[config.mk]
export PLATFORM = sky130hd
export DESIGN_NAME = ob_cmd_deframer
export DESIGN_NICKNAME = d
export VERILOG_FILES = /design/src/rtl/ob_cmd_deframer.sv
export SDC_FILE = /design/constraint.sdc
export NUM_CORES = 1
export LEC_CHECK = 0
export ABC_CLOCK_PERIOD_IN_PS = 2200
export CORE_MARGIN = 3
export CORE_UTILIZATION = 30
export CTS_BUF_LIST = sky130_fd_sc_hd__clkbuf_16
export DETAILED_ROUTE_END_ITERATION = 10
export REMOVE_ABC_BUFFERS = 1
export SYNTH_ARGS = -nofsm -noshare
export SYNTH_HDL_FRONTEND = slang
export SYNTH_SLANG_ARGS = --single-unit
[constraint.sdc]
create_clock -name clk -period 2.2 [get_ports clk]
set_input_delay 0.33 -clock clk [delete_from_list [all_inputs] [get_ports clk]]
set_output_delay 0.33 -clock clk [all_outputs]
set_load 0.02 [all_outputs]
[src/rtl/ob_cmd_deframer.sv]
// ob_cmd_deframer: turns the host-link byte stream into order-book commands.
// Frame: SOF, opcode, uid, quantity, price (multi-byte fields MSB first), XOR checksum
// over the bytes between SOF and the checksum. Bad or stalled frames are dropped and counted.
// Command layout on cmd_r (MSB to LSB): {opcode, uid, quantity, price}. The quantity/price
// pair is the buy view of the operand; the sell view aliases the same bits.
module ob_cmd_deframer #(
    parameter logic [7:0]  SOF         = 8'hA5,
    parameter int unsigned UID_B       = 4,
    parameter int unsigned QTY_B       = 2,
    parameter int unsigned PRICE_B     = 2,
    parameter int unsigned TIMEOUT_CYC = 1024,
    parameter int unsigned ERR_CNT_W   = 16,
    parameter int unsigned OP_W        = 4,
    parameter int unsigned UID_W       = 32,
    parameter int unsigned QTY_W       = 16,
    parameter int unsigned PRICE_W     = 16
) (
    input  logic                                  clk,
    input  logic                                  rst,
    input  logic                                  in_vld,
    input  logic [7:0]                            in_data,
    output logic                                  in_rdy,
    input  logic                                  cmd_full_r,
    output logic                                  cmd_vld_r,
    output logic [OP_W+UID_W+QTY_W+PRICE_W-1:0]   cmd_r,
    output logic                                  err_csum_r,
    output logic                                  err_tmo_r,
    output logic [ERR_CNT_W-1:0]                  err_cnt_r
);

    localparam int unsigned BODY_B     = 1 + UID_B + QTY_B + PRICE_B;
    localparam int unsigned IDX_W      = $clog2(BODY_B + 1);
    localparam int unsigned TMO_W      = $clog2(TIMEOUT_CYC + 1);
    localparam int unsigned UID_BITS   = 8 * UID_B;
    localparam int unsigned QTY_BITS   = 8 * QTY_B;
    localparam int unsigned PRICE_BITS = 8 * PRICE_B;
    localparam int unsigned CMD_W      = OP_W + UID_W + QTY_W + PRICE_W;

    typedef enum logic [1:0] {StHunt, StBody, StCsum, StPushWait} state_e;

    state_e                  state_q, state_d;
    logic [IDX_W-1:0]        idx_q, idx_d;
    logic [7:0]              xor_q, xor_d;
    logic [TMO_W-1:0]        tmo_q, tmo_d;
    logic [7:0]              op_q, op_d;
    logic [UID_BITS-1:0]     uid_q, uid_d;
    logic [QTY_BITS-1:0]     qty_q, qty_d;
    logic [PRICE_BITS-1:0]   price_q, price_d;
    logic                    cmd_vld_d, err_csum_d, err_tmo_d;
    logic [CMD_W-1:0]        cmd_d, cmd_asm;
    logic [ERR_CNT_W-1:0]    err_cnt_d;
    logic                    accept, drop, idle_tick;

    // Assembled command from the captured fields, resized to the command field widths.
    always_comb begin
        cmd_asm = {OP_W'(op_q), UID_W'(uid_q), QTY_W'(qty_q), PRICE_W'(price_q)};
    end

    // Next-state, field capture, timeout and error accounting.
    always_comb begin
        state_d    = state_q;
        idx_d      = idx_q;
        xor_d      = xor_q;
        tmo_d      = tmo_q;
        op_d       = op_q;
        uid_d      = uid_q;
        qty_d      = qty_q;
        price_d    = price_q;
        cmd_vld_d  = 1'b0;
        err_csum_d = 1'b0;
        err_tmo_d  = 1'b0;
        cmd_d      = cmd_r;
        err_cnt_d  = err_cnt_r;
        drop       = 1'b0;
        idle_tick  = 1'b0;

        in_rdy = (state_q != StPushWait);
        accept = in_vld & in_rdy;

        unique case (state_q)
            StHunt: begin
                if (accept && in_data == SOF) begin
                    state_d = StBody;
                    idx_d   = '0;
                    xor_d   = '0;
                    tmo_d   = '0;
                end
            end
            StBody: begin
                if (accept) begin
                    xor_d = xor_q ^ in_data;
                    tmo_d = '0;
                    if (idx_q == '0) begin
                        op_d = in_data;
                    end else if (idx_q <= IDX_W'(UID_B)) begin
                        uid_d = (uid_q << 8) | UID_BITS'(in_data);
                    end else if (idx_q <= IDX_W'(UID_B + QTY_B)) begin
                        qty_d = (qty_q << 8) | QTY_BITS'(in_data);
                    end else begin
                        price_d = (price_q << 8) | PRICE_BITS'(in_data);
                    end
                    if (idx_q == IDX_W'(BODY_B - 1)) begin
                        state_d = StCsum;
                    end else begin
                        idx_d = idx_q + 1'b1;
                    end
                end else begin
                    idle_tick = 1'b1;
                end
            end
            StCsum: begin
                if (accept) begin
                    tmo_d = '0;
                    if (in_data != xor_q) begin
                        err_csum_d = 1'b1;
                        drop       = 1'b1;
                        state_d    = StHunt;
                    end else if (cmd_full_r) begin
                        state_d = StPushWait;
                    end else begin
                        cmd_vld_d = 1'b1;
                        cmd_d     = cmd_asm;
                        state_d   = StHunt;
                    end
                end else begin
                    idle_tick = 1'b1;
                end
            end
            StPushWait: begin
                if (!cmd_full_r) begin
                    cmd_vld_d = 1'b1;
                    cmd_d     = cmd_asm;
                    state_d   = StHunt;
                end
            end
            default: state_d = StHunt;
        endcase

        // An accepted byte always clears the idle count, so it wins over the timeout.
        if (idle_tick) begin
            if (tmo_q == TMO_W'(TIMEOUT_CYC - 1)) begin
                err_tmo_d = 1'b1;
                drop      = 1'b1;
                state_d   = StHunt;
            end else begin
                tmo_d = tmo_q + 1'b1;
            end
        end

        if (drop && err_cnt_r != '1) begin
            err_cnt_d = err_cnt_r + 1'b1;
        end
    end

    // State and output registers with synchronous active-low reset.
    always_ff @(posedge clk) begin
        if (!rst) begin
            state_q    <= StHunt;
            idx_q      <= '0;
            xor_q      <= '0;
            tmo_q      <= '0;
            op_q       <= '0;
            uid_q      <= '0;
            qty_q      <= '0;
            price_q    <= '0;
            cmd_vld_r  <= 1'b0;
            cmd_r      <= '0;
            err_csum_r <= 1'b0;
            err_tmo_r  <= 1'b0;
            err_cnt_r  <= '0;
        end else begin
            state_q    <= state_d;
            idx_q      <= idx_d;
            xor_q      <= xor_d;
            tmo_q      <= tmo_d;
            op_q       <= op_d;
            uid_q      <= uid_d;
            qty_q      <= qty_d;
            price_q    <= price_d;
            cmd_vld_r  <= cmd_vld_d;
            cmd_r      <= cmd_d;
            err_csum_r <= err_csum_d;
            err_tmo_r  <= err_tmo_d;
            err_cnt_r  <= err_cnt_d;
        end
    end

endmodule
==> job_summary.md <==
## Implementation flow summary

| Metric | Value |
|---|---|
| Largest Register | cmd_r |
| Hold Crit Class | in2reg |
| Hold path cells | 3 |
| Top Ports | 100 |
| Worst path buffer plus inverter count | 1 |
| Seq pwr share | 51.5% |
| Layout clock buffers | 17 |
| Sequential fraction of the synthesis area | 50.4% |
| WL met1 | 8710 µm |
| Mapped Area | 7150 µm² |
| Asr flop ratio synth | 0% |
| Sw Pwr | 0.00145 W |
| Signal buffers | 166 |
| Complex Gates by Area | 13.8% |
| Detail Route Antenna Nets | 0 |
| Most common flop cell mapped by yosys | dfxtp_1 |
| Core area | 23100 µm² |
| Max Clock Freq | 471 MHz |
| Synth top area cells | dfxtp_1, nand2_1, o21ai_0 |
| Drt via density | 4.78 |
| Placer congestion estimate | 0.782 |
| Arr. time, crit path | 2470 ps |
| Largest cell class | sequential cells |
| Registers | 180 |
| Pwr/cell area | 666 nW/µm² |
| CP top delay family | simple AND/OR/NAND/NOR gates |
| Sw frac | 22.9% |
| First-pass GRT wire length | 29700 µm |
| Max FO, Critical Path | 6 |
| FILL cells | 2324 |
| Layout Area Growth over Synthesis | 33.2% |
| # DRC | 0 |
| Multi-input gates | 609 |
| MaxCap Viol Count | 0 |
| Comb power | 0.000237 W |
| Synth mux share | 4.48% |
| Clock network power share | 44.8% |
| Most used routing layer | met2 |
| Vias | 6266 |
| Main logic family | simple AND/OR/NAND/NOR gates |
| Tcrit/Tclk final | 96.6% |
| Clk buf depth | 2 |
| First-pass DRT Iterations | 5 |
| Initial drt markers | 504 |
| XORs/XNORs by Area | 1.96% |
| H-tree depth | 4 |
| Post-route setup slack | 75.0 ps |
| Area of the multi-input gates | 3330 µm² |
| Share of layout cells above drive strength 1 | 11.6% |
| Hold_sp | rst |
| FF+latch area | 3610 µm² |
| Largest net degree at the start of global routing | 110 |
| Placement Setup Slack | -309 ps |
| R2R cell count | 7 |
| Fin cells | 1310 |
| Min cycle time layout | 2120 ps |
| Synthesized registers | 180 |
| Hold-fix buffers at CTS | 0 |
| Crit-path slowest cell | or4_1 |
| CTS sink count | 180 |
| Grt total ovfl | 0 |
| Non-clk buf share | 17.0% |
| Reg2reg start | state_q[0] |
| Lkg Pwr | 3.43 nW |
| Cts repair resizes | 7 |
| Final hold slack | 445 ps |
| Cell Rows | 55 |
| # Taps | 313 |
| Headroom to the max-slew limit | 68.0% |
| RSZ-0062 raised after global routing | no |
| Synth Area per Inst | 8.32 µm² |
| Die H | 160 µm |
| Final Hold Viols | 0 |
| Clk slew on worst S/H paths | 70 ps |
| Avg WL per Cell | 13.5 µm |
| Run status | complete, no violations |
| VDD IR max | 0.000407 V |
| DIE WIDTH | 160 µm |
| FP Core Util | 31.0% |
| Syn. warnings | 0 |
| Dpl hpwl | 11900 µm |
| Count leader, synth | dfxtp_1 |
| CTS buffer count | 17 |
| DIE AREA | 25700 µm² |
| Worst Path Class, Setup | reg2reg |
| Met3 usage | 4.31% |
| GR Util met2 | 21.8% |
| Antenna violations before repair | 1 |
| Clock root cell | clkbuf_16 |
| Largest register FFs | 68 |
| CP peak stage delay | 460 ps |
| Commonest Layout Cell | dfxtp_1 |
| Final core occ | 41.3% |
| Yosys cell count | 860 |
| Seq area share | 37.9% |
-- worst register-to-register path: stages (launching register included) --
cell     delay (ps)
dfxtp_2         360
inv_1           100
ha_4            290
nand3_2          70
or3_4           370
a21bo_4         250
or4_1           460
a21oi_1         150
-- how the worst max path moves through the flow --
| stage | start | to | slack, ps | depth (start not counted) |
|---|---|---|---|---|
| after global placement | in_data[2] | tmo_q[6] | -300 | 8 |
| after floorplan | state_q[0] | cmd_r[0] | -580 | 6 |
| final | state_q[0] | err_cnt_r[9] | 80 | 7 |
| after detailed placement | in_data[2] | tmo_q[6] | -310 | 8 |
| after global routing | err_cnt_r[4] | err_cnt_r[2] | 3 | 8 |
| after CTS | tmo_q[0] | err_cnt_r[9] | 8 | 7 |
Metal 1:
Supply wires on this layer in gray.
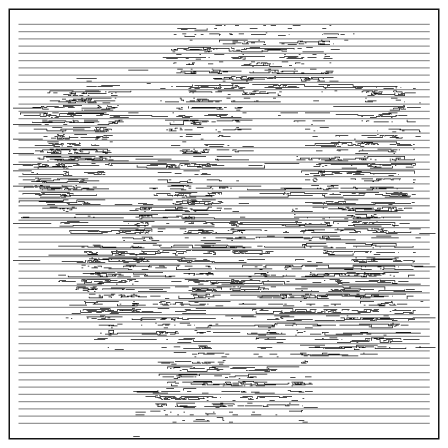
main direction: horizontal
longest straight run: 38.2 µm
share of all routed wire: 49%
wire length on this layer: 8710 µm
nets with wire on the layer: 923

Signal wires on met2:
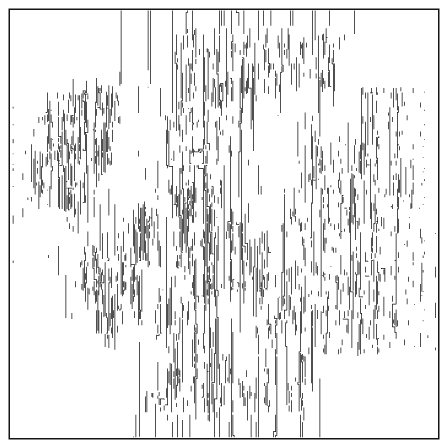
nets with wire on the layer: 783
main direction: vertical
longest straight run: 52.4 µm
wire length on this layer: 8000 µm

M3 wires:
Bar = 50 µm. Cells faint in the background.
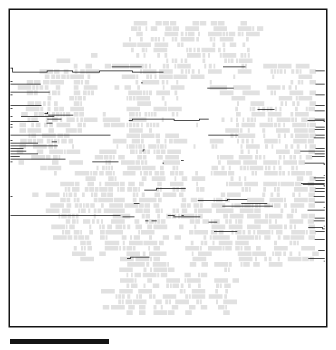
longest straight run: 55.4 µm
nets with wire on the layer: 76
wire length on this layer: 854 µm
share of all routed wire: 4.8%

Power figures rest on the tool's default switching activity, not on a simulated workload.
